==> config.mk <==
export PLATFORM = sky130hd
export DESIGN_NAME = binary_round_controller
export DESIGN_NICKNAME = d
export VERILOG_FILES = /design/src/rtl/game_pkg.sv /design/src/rtl/rising_edge_detect.sv /design/src/rtl/binary_round_controller.sv
export SDC_FILE = /design/constraint.sdc
export NUM_CORES = 1
export LEC_CHECK = 0
export CAP_MARGIN = 20
export CORE_UTILIZATION = 51
export CTS_CLUSTER_SIZE = 28
export DETAILED_ROUTE_END_ITERATION = 12
export HOLD_SLACK_MARGIN = 0.1
export PLACE_DENSITY = 0.92
export SKIP_CTS_REPAIR_TIMING = 1
export SYNTH_ARGS = -nofsm -noshare
export SYNTH_HDL_FRONTEND = slang
export SYNTH_HIERARCHICAL = 1
export SYNTH_SLANG_ARGS = --single-unit
==> constraint.sdc <==
create_clock -name clk -period 3 [get_ports clk]
set_input_delay 0.6 -clock clk [delete_from_list [all_inputs] [get_ports clk]]
set_output_delay 0.6 -clock clk [all_outputs]
set_load 0.01 [all_outputs]
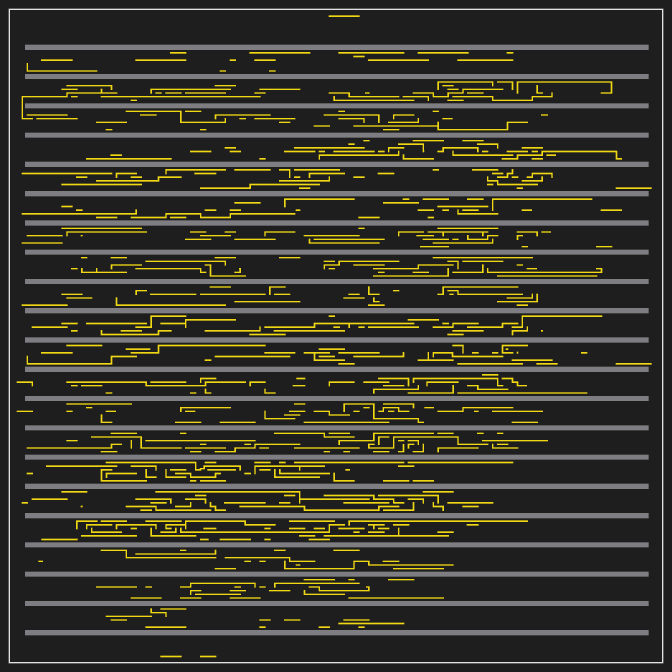
Figure 1: signal wires on met1.
Supply wires on this layer in grey.
- main direction: horizontal
- nets with wire on the layer: 245
- longest straight run: 16.6 um
- share of all routed wire: 44%
- wire length on this layer: 1670 um
aggregate routed wire length: 3770 um
met1 track demand over resource in global routing: 28.8%
via count: 1551

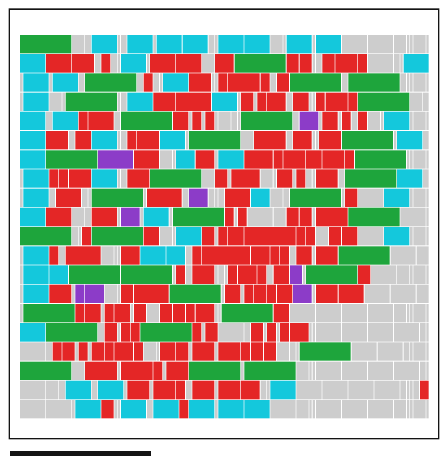
Figure 2: placed cells, one colour a class.
Scale bar: 20 um. Fill, decap, tap and diode cells in grey.
- cyan: remaining buffers and delay cells (cells 53; share of their area 23%)
- purple: clock drivers and dummy loads (cells 8; share of their area 2.7%)
- green: registers (cells 34; share of their area 30%)
- red: remaining logic cells (cells 152; share of their area 44%)
FP Rows: 20
final core utilization: 73.5%
final cell area excluding filler cells: 2320 um2
flop share of the area: 29.4%
core outline area: 3150 um2

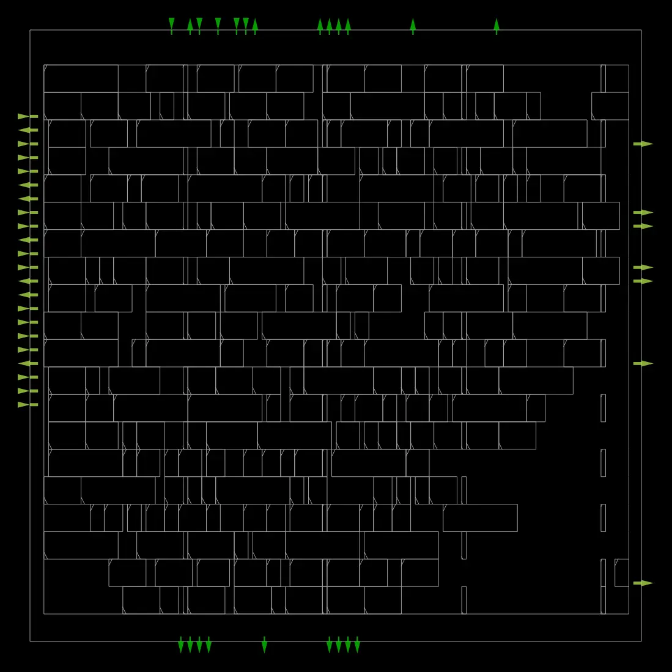
Figure 3: placement view.
post-route insts no fill: 291
TAP cells: 44
flop count: 34

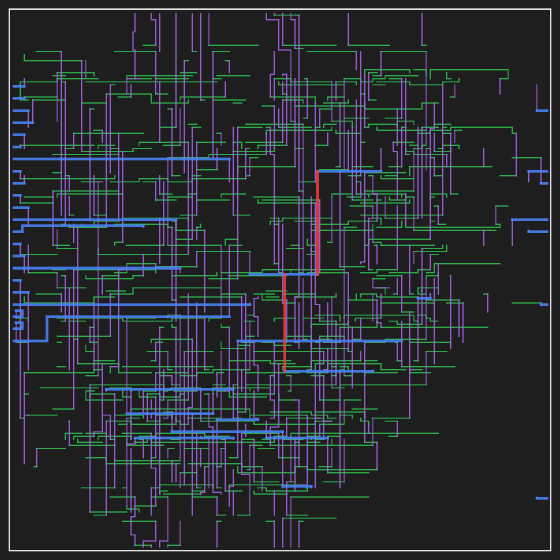
Figure 4: signal wires by layer.
- purple: M2 (wire length 1810 um)
- green: M1 (wire length 1670 um)
- red: M4 (wire length 22.4 um)
- blue: M3 (wire length 268 um)
wire per inst: 13.0 um
gr usage total: 22.7%

==> run summary <==
The layout was made with Yosys and OpenROAD.

51 I/O pins were placed. By area, combinational gates come first. The chip occupies 3670 um2. The count of buffer and inverter cells on the critical path is 1. Of all power groups, the one with the highest power is sequential cells. The total clock network power is 0.263 mW.

Measured along the y axis, the die boundary spans 60.6 um. Setup repair after global routing left no endpoint under its margin. Dividing the final minimum period by the clock period gives 74.4%. For this configuration, the core starts out at a cell density of 55.5%.

Per the STA report, the cell with the highest stage delay on the worst path is sky130_fd_sc_hd__dfxtp_1. The synthesis report lists the Yosys warning total as 6. Looking at the clock tree report, the H-tree level count equals 2. Per the post-synthesis report, the number of cells in the design is 197. The timing report gives the worst reg2reg path a setup slack of 1.07 ns. The final-report setup violation count is 0. The detailed-routing wirelength on met1 is 1670 um. The leakage power summed over all cells is 0.820 nW.

Hold is met by 0.472 ns. In the layout the commonest cells are sky130_fd_sc_hd__clkdlybuf4s50_1, sky130_fd_sc_hd__nor2_1, sky130_fd_sc_hd__dfxtp_1. The count of fill cells added during filler insertion is 223. Post-synth the commonest register cell is sky130_fd_sc_hd__dfxtp_1. The share of the synthesized netlist area taken by xor and xnor gates is 6.50%. The register bit count reported by yosys is 34.

The layout report gives the multi-input gate share of total cell area as 42.5%. On the worst path, the slowest cell contributes a delay of 0.67 ns. The critical path start-end classification is reg -> out. The layout cell share with drive strength beyond 1 is 8.50%.

Global routing used 35.3% of the available met2 tracks. Signal routing reaches up to met4. The flow measured a signed area growth from synthesis to layout of 32.3%. The post-DP HPWL is 2840 um. The overall overflow remaining after global route is 0. The final number of max-transition violations is 0. In this run the tightest slew margin relative to its limit is 64.5%. The run finished with clean final reports. The number of cells reported by Yosys stat comes to 197. The data arrival at the endpoint of the critical path is 1.63 ns. The combinational group power is 0.127 mW.

The maximum fanout count along the critical path is 14. The buffering overhead is 22.5%. The detailed router reports a met2 wire length of 1810 um.

Internal power comes to 0.648 mW. The tree is rooted in a sky130_fd_sc_hd__clkbuf_4. The global placer's final weighted congestion is 0.810. The source-to-sink clock delay at the later pin of the worst-skew pair is 0.33 ns. The layer with the highest usage after global routing is met2.

The worst path required time is 2.40 ns. The tool flagged a number of max-cap violations equal to 0. The critical path endpoint category is a primary output. The number of antenna violations at the first check in global routing is 0. The worst VDD IR drop from the latest analysis is 0.352 mV.

The share of synthesized area occupied by flip-flops and latches is 38.9%. The final layout reports a setup TNS of 0 ns. Grouping stages by cell kind, the critical path spends the most delay in flip-flops.

The worst-case setup slack after placement is 0.472 ns. The worst reg-to-reg path cell count is 5. The cell area that synthesis handed to floorplanning was 1750 um2. Clock-pin slew was measured on the worst setup and hold paths at 0.10 ns.

In the global route stage, met3 resource usage came out at 9.59%. The final period demand of the worst path is 2.23 ns. Per the synth stats, the proportion of register bits with asynchronous set or reset is 0%. The share of total power dissipated in sequential elements is 55.1%.

In the synthesized netlist, the cells that appear most often are sky130_fd_sc_hd__nor2_1, sky130_fd_sc_hd__dfxtp_1, sky130_fd_sc_hd__xnor2_1. Per the detail_route report, vias per standard cell equal 5.33.
Power is estimated from default activity; no workload was simulated.
